Run 1, routing congestion map:
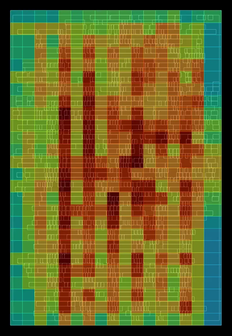
Run 1, gate-type map:
Scale: 2 px per um.
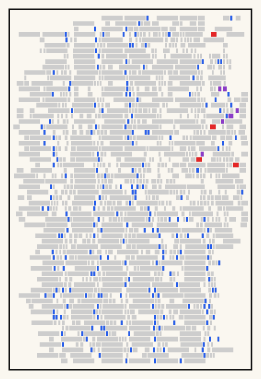
Run 1, wiring heat map:
Scale: 2 px per um. 24 x 36 tiles, from white (low) to dark blue (high), scaled to the fullest tile. Values are wire area over tile area, all layers added.
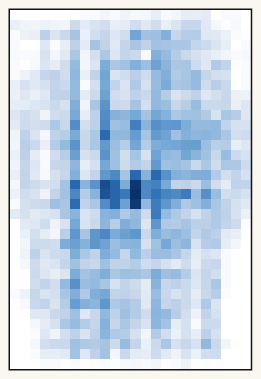
File: src/rtl/stream_fifo_pkg.sv
// stream_fifo_pkg: default sizing constants and width helpers for stream_fifo.
package stream_fifo_pkg;
   localparam int DEF_WIDTH = 16;
   localparam int DEF_DEPTH = 16;
   function automatic int ptr_w(input int depth);
      return $clog2(depth);
   endfunction
   function automatic int cnt_w(input int depth);
      return $clog2(depth) + 1;
   endfunction
endpackage

File: src/rtl/stream_fifo_ram.sv
// stream_fifo_ram: one-write/one-read storage array, asynchronous read, no reset.
module stream_fifo_ram #(
   parameter int WIDTH = 16,
   parameter int DEPTH = 16,
   parameter int AW    = 4
) (
   input  logic             clk,
   input  logic             we,
   input  logic [AW-1:0]    waddr,
   input  logic [WIDTH-1:0] wdata,
   input  logic [AW-1:0]    raddr,
   output logic [WIDTH-1:0] rdata
);
   logic [WIDTH-1:0] mem [DEPTH];
   always_ff @(posedge clk)
      if (we) mem[waddr] <= wdata;
   assign rdata = mem[raddr];
endmodule

File: src/rtl/stream_fifo.sv
// stream_fifo: synchronous FIFO with registered-read or FWFT output and occupancy flags.
// Optional sticky overflow/underflow outputs when STREAM_FIFO_ERR_EN is defined.
module stream_fifo
   import stream_fifo_pkg::*;
#(
   parameter int WIDTH     = DEF_WIDTH,
   parameter int DEPTH     = DEF_DEPTH,
   parameter int AFULL_TH  = DEPTH - 2,
   parameter int AEMPTY_TH = 2,
   parameter int FWFT      = 0
) (
   input  logic                   clk,
   input  logic                   rst,
   input  logic                   wr_en,
   input  logic [WIDTH-1:0]       din,
   input  logic                   rd_en,
   output logic [WIDTH-1:0]       dout,
   output logic                   full,
   output logic                   empty,
   output logic                   almost_full,
   output logic                   almost_empty,
   output logic [$clog2(DEPTH):0] count
`ifdef STREAM_FIFO_ERR_EN
   ,
   output logic                   overflow,
   output logic                   underflow
`endif
);
   localparam int AW = ptr_w(DEPTH);
   localparam int CW = cnt_w(DEPTH);
   localparam logic [CW-1:0] C_FULL = CW'(DEPTH);
   localparam logic [CW-1:0] C_AF   = CW'(AFULL_TH);
   localparam logic [CW-1:0] C_AE   = CW'(AEMPTY_TH);

   logic [AW-1:0]    wptr, rptr;
   logic [WIDTH-1:0] head;
   logic             wr_ok, rd_ok;

   assign full         = count == C_FULL;
   assign empty        = count == '0;
   assign almost_full  = count >= C_AF;
   assign almost_empty = count <= C_AE;
   // A pop in the same cycle frees the slot the write needs, even when full.
   assign rd_ok = rd_en && !empty;
   assign wr_ok = wr_en && (!full || rd_ok);

   always_ff @(posedge clk or posedge rst)
      if (rst) begin
         wptr  <= '0;
         rptr  <= '0;
         count <= '0;
      end else begin
         wptr  <= wr_ok ? wptr + AW'(1) : wptr;
         rptr  <= rd_ok ? rptr + AW'(1) : rptr;
         count <= (wr_ok && !rd_ok) ? count + CW'(1) : (rd_ok && !wr_ok) ? count - CW'(1) : count;
      end

   stream_fifo_ram #(.WIDTH(WIDTH), .DEPTH(DEPTH), .AW(AW)) u_ram (
      .clk  (clk),
      .we   (wr_ok),
      .waddr(wptr),
      .wdata(din),
      .raddr(rptr),
      .rdata(head)
   );

   if (FWFT != 0) begin : g_fwft
      assign dout = empty ? '0 : head;
   end else begin : g_reg
      logic [WIDTH-1:0] dq;
      always_ff @(posedge clk or posedge rst)
         if (rst) dq <= '0;
         else if (rd_ok) dq <= head;
      assign dout = dq;
   end

`ifdef STREAM_FIFO_ERR_EN
   always_ff @(posedge clk or posedge rst)
      if (rst) begin
         overflow  <= 1'b0;
         underflow <= 1'b0;
      end else begin
         overflow  <= overflow | (wr_en & ~wr_ok);
         underflow <= underflow | (rd_en & ~rd_ok);
      end
`endif
endmodule
File: config.mk
export PLATFORM = sky130hd
export DESIGN_NAME = stream_fifo
export DESIGN_NICKNAME = d
export VERILOG_FILES = /design/src/rtl/stream_fifo_pkg.sv /design/src/rtl/stream_fifo_ram.sv /design/src/rtl/stream_fifo.sv
export SDC_FILE = /design/constraint.sdc
export NUM_CORES = 1
export LEC_CHECK = 0
export ABC_AREA = 1
export ABC_CLOCK_PERIOD_IN_PS = 4600
export CAP_MARGIN = 20
export CORE_ASPECT_RATIO = 1.5
export CORE_UTILIZATION = 60
export CTS_BUF_LIST = sky130_fd_sc_hd__clkbuf_4
export CTS_CLUSTER_DIAMETER = 40
export DETAILED_ROUTE_END_ITERATION = 12
export PLACE_DENSITY = 0.8
export SLEW_MARGIN = 20
export SYNTH_ARGS = -nofsm -noshare
export SYNTH_HDL_FRONTEND = slang
export SYNTH_HIERARCHICAL = 1
export SYNTH_SLANG_ARGS = --single-unit
File: constraint.sdc
create_clock -name clk -period 4.6 [get_ports clk]
set_input_delay 0.92 -clock clk [delete_from_list [all_inputs] [get_ports clk]]
set_output_delay 0.92 -clock clk [all_outputs]
set_load 0.01 [all_outputs]
==> results.yml, run 1 <==
# flow metrics
outcome:
  run_status: "completed"
pwr:
  power.group.top: "registers"
  p_sw_share_pct: 39.4
  pg_seq_mw: 3.40
  power_density_nw_per_um2: 589
  ir_drop_uv: 249
  comb_power_mw: 2.98
  total_power_mw: 8.16
finish:
  finalInstanceArea_um2: 13900
  regMostFlops: "u_ram/mem"
  clock_area_share_pct: 5.42
  mostFrequentLayoutCells: "nand2_1 (408), edfxtp_1 (256), inv_1 (211), nand3_1 (211), clkbuf_4 (88)"
  largest_cell_class: "flip-flops and latches"
  post-route-util_pct: 67.6
critical_path:
  path_delay_family: "buffers and inverters"
  crit_chain: "nor2_2 -> nand3_2 -> inv_1 -> clkdlybuf4s50_1"
  crit_path_start: "count[3]"
  crit_slowest_cell: "clkdlybuf4s50_1"
  r2r_cells: 11
  worst_path_largest_cell_delay_ns: 0.57
  r2r-end: "count[4]"
  r2r-start: "count[3]"
  crit_cells: 4
  start_kind: "register"
  worstSetupPathType: "register to output pin"
route:
  met1_length_um: 10400
  drc_errors: 0
  dr_wl_met3_um: 2570
  antenna_left: 0
placed_design:
  pre_cts_ws_ns: 0.912
  post-place-cells: 1492
logic_synthesis:
  edf_count: 256
  area_leaders: "edfxtp_1 (61%), nand2_1 (12%), nand3_1 (8.4%), inv_1 (6.3%), dfrtp_1 (5.8%)"
  top_area_share_pct: 61.0
  yosysTopAreaCell: "edfxtp_1"
  synth-adder-area-share_pct: 0.755
  synth_cells: 1233
  logic_family: "simple AND/OR/NAND/NOR gates"
  aoi_share_pct: 0.268
  async_flop_share_pct: 10.2
  ys_ff: 285
cts:
  cts.sinks: 285
  ctsHoldBuffers: 0
  postCtsSetupBuffers: 0
die:
  fp.dieH_um: 179
  fp_util_pct: 61.5
  dieArea_um2: 21600
sta:
  hold_slack_ns: 0.477
  maxSlewViolCount: 0
grt:
  grt_pass1_vias: 8463
worst_hold_path:
  min_from: "dout[6]"
  min_to: "dout[6]"
## Picture notes: 'routing congestion map'
grt met1 use: 33.2%
M3 GR Usage: 5.52%

## Picture notes: 'gate-type map'
| family | colour | cells | most used |
|---|---|---|---|
| xor and xnor cells | red | 4 | xnor2_1 |
| aoi and oai cells | purple | 6 | a21oi_1 |
| inv cells | blue | 213 | inv_1 |
logic share of the area: 22.0%
Commonest Layout Cell: nand2_1
Finished Layout Cells: 1604

## Picture notes: 'wiring heat map'
nearly empty tiles: 10%
fullest tile: 0.93
tiles over half the peak: 9.0%
vias: 8741
per-cell routed wire length: 18.7 um
final WL: 29900 um

--- run 2 (diff from run 1) ---
- ABC_CLOCK_PERIOD_IN_PS: 4600 -> 2910
- CORE_UTILIZATION: 60 -> 57
- clock period: 4.6 -> 2.91 ns (I/O delays scaled with it)
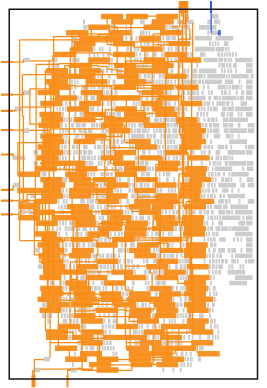
Run 2: nets reached from selected ports
Scale: 2 px per um.
| port | colour | direction | end cells | buffers | wire |
|---|---|---|---|---|---|
| `rst` | blue | input | 1 | 1 | 12.0 um |
| `din` | orange | input | 256 | 19 | 5190 um |
input/output buffers: 44
I/O pin count: 45

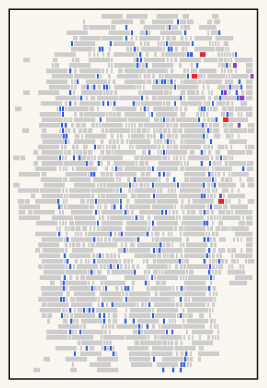
Run 2: gate-type map
Scale: 2 px per um.
| family | colour | cells | most used |
|---|---|---|---|
| aoi and oai cells | purple | 6 | a21oi_1 |
| xor and xnor cells | red | 4 | xnor2_1 |
| inv cells | blue | 213 | inv_1 |
Finished Layout Cells: 1639
logic share of the area: 21.6%

==> results.yml, run 2 <==
# flow metrics
outcome:
  run_status: "completed"
critical_path:
  worst_path_largest_cell_delay_ns: 0.52
  r2r-start: "count[0]"
  worstSetupPathType: "register to output pin"
  r2r_cells: 12
  crit_path_start: "count[0]"
  crit_cells: 5
  r2r-end: "count[4]"
logic_synthesis:
  ys_ff: 285
  async_flop_share_pct: 10.2
  edf_count: 256
  yosysTopAreaCell: "edfxtp_1"
  synth-adder-area-share_pct: 0.755
  aoi_share_pct: 0.268
pwr:
  pg_seq_mw: 5.24
  power.group.top: "registers"
  power_density_nw_per_um2: 922
  total_power_mw: 13.0
  comb_power_mw: 4.89
  p_sw_share_pct: 38.5
  ir_drop_uv: 595
finish:
  regMostFlops: "u_ram/mem"
  clock_area_share_pct: 5.34
  finalInstanceArea_um2: 14100
  mostFrequentLayoutCells: "nand2_1 (408), edfxtp_1 (256), inv_1 (211), nand3_1 (211), clkbuf_4 (93)"
  largest_cell_class: "flip-flops and latches"
  lay_top_count: "nand2_1"
  post-route-util_pct: 65.1
placed_design:
  pre_cts_ws_ns: 0.171
sta:
  maxSlewViolCount: 0
die:
  fp.dieH_um: 184
  fp_util_pct: 58.0
  dieArea_um2: 22700
grt:
  grt_use_met1_pct: 32.6
route:
  antenna_left: 0
  vias: 9026
  wl_um: 29600
  drc_errors: 0
cts:
  cts.sinks: 285
  postCtsSetupBuffers: 0
--- run 3 (diff from run 2) ---
- HOLD_SLACK_MARGIN: default -> 0.08
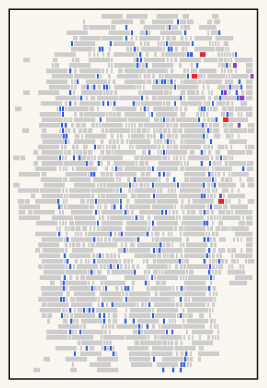
Run 3: gate-type map
Scale: 2 px per um.
| family | colour | cells | most used |
|---|---|---|---|
| inv cells | blue | 213 | inv_1 |
| xor and xnor cells | red | 4 | xnor2_1 |
| aoi and oai cells | purple | 6 | a21oi_1 |

==> results.yml, run 3 <==
# flow metrics
finish:
  combGateArea_um2: 3050
  post-route-util_pct: 65.1
  clock_area_share_pct: 5.34
  syn2layout_area_growth_pct: 12.3
  finalInstanceArea_um2: 14100
  sh_comb_area_pct: 21.6
  buffers: 82
  layout.cells.non_filler: 1639
  largest_cell_class: "flip-flops and latches"
  mostFrequentLayoutCells: "nand2_1 (408), edfxtp_1 (256), inv_1 (211), nand3_1 (211), clkbuf_4 (93)"
  fin_nets: 1353
  lay_top_count: "nand2_1"
  regMostFlops: "u_ram/mem"
  ff_latch_area_um2: 8420
  nFillCells: 1617
sta:
  finalWorstSetupSlack_ns: 0.116
  maxSlewViolCount: 0
  hold_slack_ns: 0.344
  min_period_over_period_pct: 96.0
critical_path:
  crit_path_start: "count[0]"
  r2r_cells: 12
  worst_path_largest_cell_delay_ns: 0.52
  crit_chain: "nor2_2 -> nand3_2 -> buf_4 -> inv_1 -> clkdlybuf4s50_1"
  crit_slowest_cell: "clkdlybuf4s50_1"
  crit_arrival_ns: 2.21
  worst-r2r-setup-slack_ns: 0.59
  start_kind: "register"
  r2r-start: "count[0]"
  path_delay_family: "buffers and inverters"
  worstSetupPathType: "register to output pin"
  r2r-end: "count[4]"
  crit_cells: 5
  crit_fanout: 19
route:
  wl_met2_um: 15200
  drt_iter0_markers: 1094
  vias_per_cell: 5.51
  dr_wl_met3_um: 2330
  drc_errors: 0
  vias: 9026
  antenna_left: 0
  wl_um: 29600
  met1_length_um: 10700
  wl_per_cell_um: 18.0
pwr:
  total_power_mw: 13.0
  clockPowerShare_pct: 22.3
  power_density_nw_per_um2: 922
  p_clk_mw: 2.91
  p_sw_share_pct: 38.5
  pg_seq_mw: 5.24
  power.group.top: "registers"
  ir_drop_uv: 595
  comb_power_mw: 4.89
logic_synthesis:
  edf_count: 256
  yosys.area_share.simple_pct: 22.6
  ys_sh_mux_pct: 0
  logic_family: "simple AND/OR/NAND/NOR gates"
  area_leaders: "edfxtp_1 (61%), nand2_1 (12%), nand3_1 (8.4%), inv_1 (6.3%), dfrtp_1 (5.8%)"
  aoi_share_pct: 0.268
  synth_nets: 1260
  ys_ff: 285
  synth_cells: 1233
  yosysTopAreaCell: "edfxtp_1"
  async_flop_share_pct: 10.2
  top_area_share_pct: 61.0
  synth-adder-area-share_pct: 0.755
  ys_seq_share_pct: 66.8
grt:
  grt_pass1_vias: 8927
  grt_use_met1_pct: 32.6
  use_met3_pct: 4.64
  grt_util_met2_pct: 47.3
cts:
  cts.sinks: 285
  ctsHoldBuffers: 0
  post_cts_resized: 0
  postCtsSetupBuffers: 0
outcome:
  run_status: "completed"
die:
  nWellTaps: 272
  pin_count: 45
  dieArea_um2: 22700
  fp_util_pct: 58.0
  fp.dieH_um: 184
placed_design:
  pre_cts_ws_ns: 0.171
  post-place-cells: 1530
  dp_hpwl_um: 18300
  port_buffers: 44
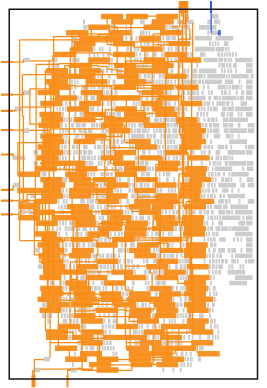
Run 3: nets reached from selected ports
Scale: 2 px per um.
| port | colour | direction | end cells | buffers | wire |
|---|---|---|---|---|---|
| `din` | orange | input | 256 | 19 | 5190 um |
| `rst` | blue | input | 1 | 1 | 12.0 um |

Power figures rest on the tool's default switching activity, not on a simulated workload.
